==> config.mk <==
export PLATFORM = sky130hd
export DESIGN_NAME = send_req_arbiter
export DESIGN_NICKNAME = d
export VERILOG_FILES = /design/src/rtl/send_req_arbiter.sv
export SDC_FILE = /design/constraint.sdc
export NUM_CORES = 1
export LEC_CHECK = 0
export CORE_ASPECT_RATIO = 1.75
export CORE_UTILIZATION = 39
export CTS_CLUSTER_SIZE = 25
export DETAILED_ROUTE_END_ITERATION = 8
export PLACE_DENSITY = 0.91
export SLEW_MARGIN = 30
export SYNTH_ARGS = -nofsm -noshare
export SYNTH_HDL_FRONTEND = slang
export SYNTH_SLANG_ARGS = --single-unit
==> constraint.sdc <==
create_clock -name clk -period 2.4 [get_ports clk]
set_clock_uncertainty 0.1 [all_clocks]
set_input_delay 0.24 -clock clk [delete_from_list [all_inputs] [get_ports clk]]
set_output_delay 0.24 -clock clk [all_outputs]
set_load 0.01 [all_outputs]
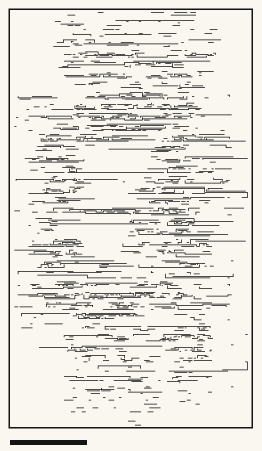
**Above:** run 1 (M1 wires).
Bar = 20 µm.
longest straight run: 25.3 µm
nets with wire on the layer: 396
wire length on this layer: 2950 µm
GR Util met1: 26.8%
routed wire length: 8410 µm
via count: 2706

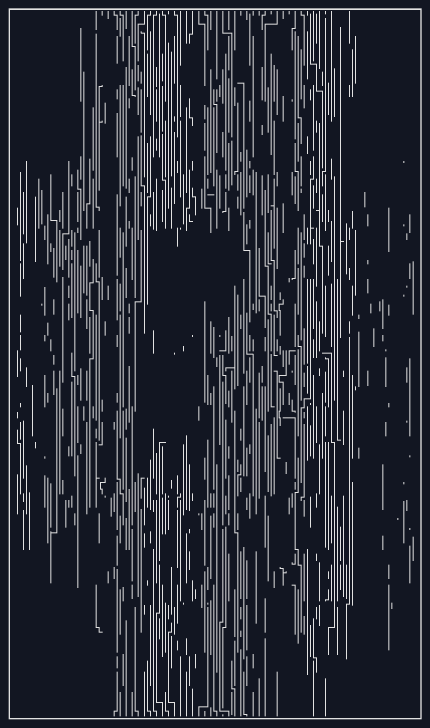
**Above:** run 1 (the metal 2 layer).
wire length on this layer: 4620 µm
longest straight run: 47.3 µm
nets with wire on the layer: 438
main direction: vertical
Global Route met2 Usage: 46.4%

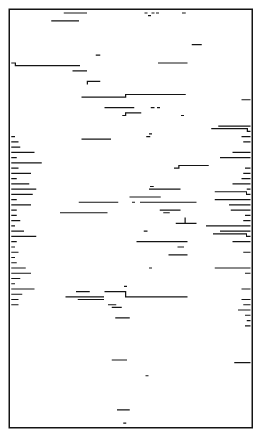
**Above:** run 1 (metal 3).
nets with wire on the layer: 100
wire length on this layer: 480 µm
longest straight run: 16.6 µm
main direction: horizontal
share of all routed wire: 5.7%
GRT met3 Usage: 5.30%

==> metrics.csv, run 1 <==
stage;metric;value;unit
status;status;completed;
logic_synthesis;Yosys reg bits;40;
logic_synthesis;cells after synthesis;259;
finish;layout cells sized above 1;9.49;%
placed_design;cell total after placement;461;
clock_tree;clock sinks;40;
placed_design;Final GP Congestion;0.866;
timing;Max Clk Rate;481;MHz
global_route;vias in the first global route;2741;
worst_hold_path;Hold Path Class;primary input to async pin;
global_route;largest net degree at the start of global routing;41;
routing;iteration tally of the first detailed-router pass;4;
clock_tree;Max Buffers Root-to-Sink;2;
logic_synthesis;Synth top cells by count;38 x dfrtp_1, 33 x nand2_1;
logic_synthesis;syn avg cell area;9.65;µm²
logic_synthesis;Post-synth ARST share;100;%
logic_synthesis;Yosys warnings;0;
timing;Setup TNS;0;ns
clock_tree;Latency at later pin;0.31;ns
clock_tree;Setup Buffers After CTS;0;
routing;DRT iter0 DRCs;153;
power_and_ir_drop;Power Density;1070;nW/µm²
logic_synthesis;most common cell in the netlist;dfrtp_1;
finish;ANT cells;0;
global_route;initial antenna violation count;0;
placed_design;DPL Wire Length;6130;µm
critical_path;Slowest-stage cell, CP;dfstp_2;
critical_path;CP endpoint kind;flop;
timing;Slew Limit Fails;0;
logic_synthesis;mapped cell area;2500;µm²
critical_path;FF-to-FF path depth;7;
routing;WL/cell;17.9;µm
[run 1: metrics by stage]
stage	area [µm²]	worst slack, ns
after floorplan	2510	0.516
after global placement	3940	0.130
after detailed placement	3940	0.0751
after CTS	4060	0.317
after global routing	4060	0.213
final	4060	0.320
[run 1: cell families after synthesis]
group	synth area share, %
AOI/OAI and AO/OA	26.2
and+or+nand+nor	15.4
DFF	40.2
buffers and inverters	7.31
muxes	9.26
adders and majority gates	1.50
other	0.150
[run 1: critical path: cells and delay by family, from the launching register on]
family,cells,cell delay (ns)
compound gates,2,0.34
buf+inv,2,0.38
simple gates,2,0.20
flops,1,0.68
mux,1,0.24
[run 1: layout make-up]
class / instances / area [µm²] / share of cell area, %
Clock inverter: 2 / 35.0 / 0.862
Tap cell: 80 / 100 / 2.46
Timing Repair Buffer: 151 / 1490 / 36.6
Sequential cell: 40 / 1000 / 24.7
Inverter: 4 / 15.0 / 0.370
Multi-Input combinational cell: 187 / 1350 / 33.2
Clock buffer: 6 / 72.6 / 1.79
[run 1: power by group]
group / total (mW) / switching [mW] / internal [mW]
clock: 0.561 / 0.252 / 0.309
sequential: 1.19 / 0.200 / 0.987
combinational: 2.59 / 1.29 / 1.30
total: 4.34 / 1.74 / 2.60
[run 1: layout by cell type (no fill, tap or decap), types with 2 or more instances in the layout]
cell type / count
clkdlybuf4s50_1: 131
dfrtp_1: 38
nand2_1: 33
mux2i_1: 22
nand4_1: 22
o31ai_1: 22
a211o_1: 22
o211ai_1: 22
buf_4: 17
nor2_1: 9
clkbuf_8: 5
inv_1: 4
nand2b_1: 4
a21o_1: 4
conb_1: 4
nor3_1: 3
a21oi_1: 3
ha_1: 3
a21oi_2: 2
dfstp_2: 2
buf_12: 2
[run 1: routing by layer]
layer / vias up / wire, µm / GRT usage (%)
met4: 0 / 358 / 13.5
met1: 1301 / 2950 / 26.8
met2: 145 / 4620 / 46.4
met3: 25 / 480 / 5.30
li1: 1235 / - / -
met5: - / 0 / 0
[run 1: timing repair]
item	in CTS	in global routing
endpoints found under the hold margin	29	0
hold buffers	1	0
endpoints found under the setup margin	0	0
**Run 1: routing congestion map**

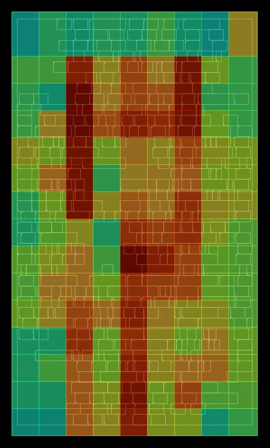

--- run 2 (diff from run 1) ---
--- a/config.mk
+++ b/config.mk
@@ -9,7 +9,7 @@
 export CORE_UTILIZATION = 39
 export CTS_CLUSTER_SIZE = 25
 export DETAILED_ROUTE_END_ITERATION = 8
-export PLACE_DENSITY = 0.91
+export PLACE_DENSITY_LB_ADDON = 0.3
 export SLEW_MARGIN = 30
 export SYNTH_ARGS = -nofsm -noshare
 export SYNTH_HDL_FRONTEND = slang
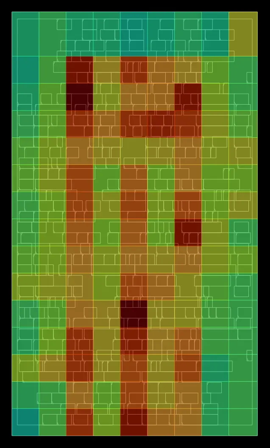
**Above:** run 2 (routing congestion map).
GR Util met1: 25.3%
GRT met3 Usage: 4.45%
Tot GR Track Use: 23.6%
final core utilization: 66.1%
GR peak layer: met2

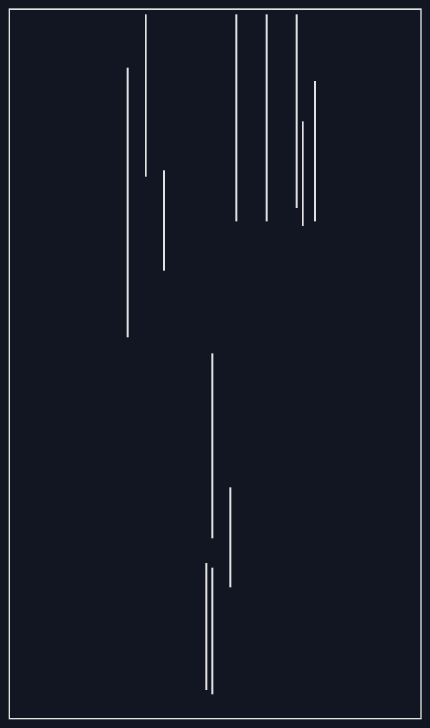
**Above:** run 2 (metal 4).
nets with wire on the layer: 12
wire length on this layer: 290 µm
longest straight run: 40.8 µm
routed wire length: 7770 µm
via count: 2581

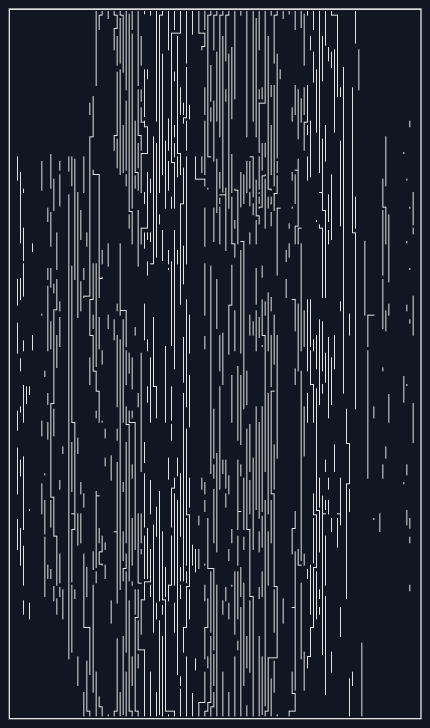
**Above:** run 2 (the metal 2 layer).
main direction: vertical
share of all routed wire: 56%
Global Route met2 Usage: 42.9%

==> metrics.csv, run 2 <==
stage;metric;value;unit;change
timing;Max Clk Rate;487;MHz;+1.2%
placed_design;Post-DP Area;3960;µm²;+0.44%
finish;ANT cells;0;;unchanged
status;status;completed;;
critical_path;CP endpoint kind;flop;;
routing;WL/cell;16.6;µm;-7.4%
logic_synthesis;Synth top cells by count;38 x dfrtp_1, 33 x nand2_1;;
placed_design;DPL Wire Length;5820;µm;-5.1%
logic_synthesis;Yosys reg bits;40;;unchanged
floorplanning;Core ar.;6180;µm²;
timing;relative slew slack;66.0;%;
clock_tree;Latency at later pin;0.29;ns;-0.02 ns
global_route;first-pass GRT wire length;12300;µm;
logic_synthesis;Yosys warnings;0;;unchanged
finish;dominant logic cell types in the final layout;131 x clkdlybuf4s50_1, 38 x dfrtp_1, 33 x nand2_1;;
finish;Top cell excl fill/tap;clkdlybuf4s50_1;;
clock_tree;cts bufs inserted;5;;
routing;DRT iter0 DRCs;99;;-35%
placed_design;Final GP Congestion;0.780;;-10%
finish;layout cells sized above 1;9.51;%;+0.024 points
logic_synthesis;adder-cell share of the synthesized area;1.50;%;unchanged
logic_synthesis;sequential area share after synthesis;40.2;%;
timing;cycle use final;85.6;%;
logic_synthesis;most common cell in the netlist;dfrtp_1;;
logic_synthesis;mapped cell area;2500;µm²;unchanged
logic_synthesis;ao+oa area frac;26.2;%;unchanged
logic_synthesis;syn avg cell area;9.65;µm²;unchanged
logic_synthesis;Post-synth ARST share;100;%;unchanged
finish;design area;4080;µm²;+0.52%
power_and_ir_drop;Power Density;1060;nW/µm²;-0.36%
timing;Setup TNS;0;ns;unchanged
logic_synthesis;xor/xnor share;0;%;unchanged
global_route;initial antenna violation count;0;;unchanged
global_route;largest net degree at the start of global routing;41;;unchanged
logic_synthesis;comb area leader;AND-OR/OR-AND gates;;
placed_design;Port Buf Inserts;132;;
routing;iteration tally of the first detailed-router pass;4;;unchanged
timing;worst-margin pin slew;0.510;ns;
critical_path;FF-to-FF path depth;6;;-1
global_route;vias in the first global route;2599;;-5.2%
logic_synthesis;simple-gate portion of the synthesized area;15.4;%;unchanged
floorplanning;chip area;6740;µm²;
power_and_ir_drop;worst vdd ir;0.000572;V;
clock_tree;clock sinks;40;;unchanged
logic_synthesis;mux frac, synth;9.26;%;unchanged
logic_synthesis;cells after synthesis;259;;unchanged
logic_synthesis;synth unique cells;34;;
clock_tree;Max Buffers Root-to-Sink;2;;unchanged
worst_hold_path;Hold Path Class;primary input to async pin;;
## run 2: area by class of cell
type | instances | area (µm²) | share of cell area, %
repair buffers | 150 | 1510 | 36.9
flip-flops and latches | 40 | 1000 | 24.6
inverters | 4 | 15.0 | 0.368
clock inverters | 3 | 42.5 | 1.04
well taps | 80 | 100 | 2.45
clock buffers | 5 | 68.8 | 1.69
multi-input cells | 187 | 1350 | 33.0
## run 2: cells by family after synthesis
| kind of cell | count (synthesis) |
|---|---|
| compound gates | 80 |
| fa+ha+maj | 3 |
| buf+inv | 35 |
| flops | 40 |
| mux | 23 |
| other cells | 1 |
| simple gates | 77 |
## run 2: timing repair
item | 4_1_cts | 5_1_grt
setup endpoints to repair | 0 | 0
hold endpoints to repair | 23 | 0
buffers inserted | 0 | 0
hold buffers | 1 | 0
gates resized | 0 | 0
## run 2: metal layers
| layer | track usage (%) | part of all wire [%] | vias up | routed length, µm |
|---|---|---|---|---|
| met4 | 12.6 | 3.7 | 0 | 289 |
| met2 | 42.9 | 56 | 113 | 4360 |
| met3 | 4.45 | 4.6 | 25 | 360 |
| met5 | 0 | 0 | - | 0 |
| li1 | - | - | 1231 | - |
| met1 | 25.3 | 36 | 1212 | 2760 |
## run 2: worst max-delay path: stages, from the launching register on
cell	delay [ns]
dfstp_2	0.67
nand2b_1	0.18
a21oi_2	0.10
nor3_4	0.28
buf_12	0.20
mux2i_1	0.28
o211ai_1	0.11
## run 2: power breakdown
group | switching (mW) | internal, mW
Combinational | 1.28 | 1.35
Clock | 0.247 | 0.308
Sequential | 0.180 | 0.986
Total | 1.71 | 2.64
## run 2: stage by stage
step	total power, mW	utilization, %	worst slack [ns]	hold slack, ns	instances
final	4.35	66.1	0.345	0.355	469
after global routing	4.66	66.1	0.208	0.411	469
after CTS	4.39	66.0	0.327	0.377	469
after detailed placement	3.82	64.1	0.0993	0.318	460
after global placement	3.75	64.1	0.124	0.302	460
after floorplan	2.65	-	0.516	-0.156	262
Power and IR drop assume default switching activity.
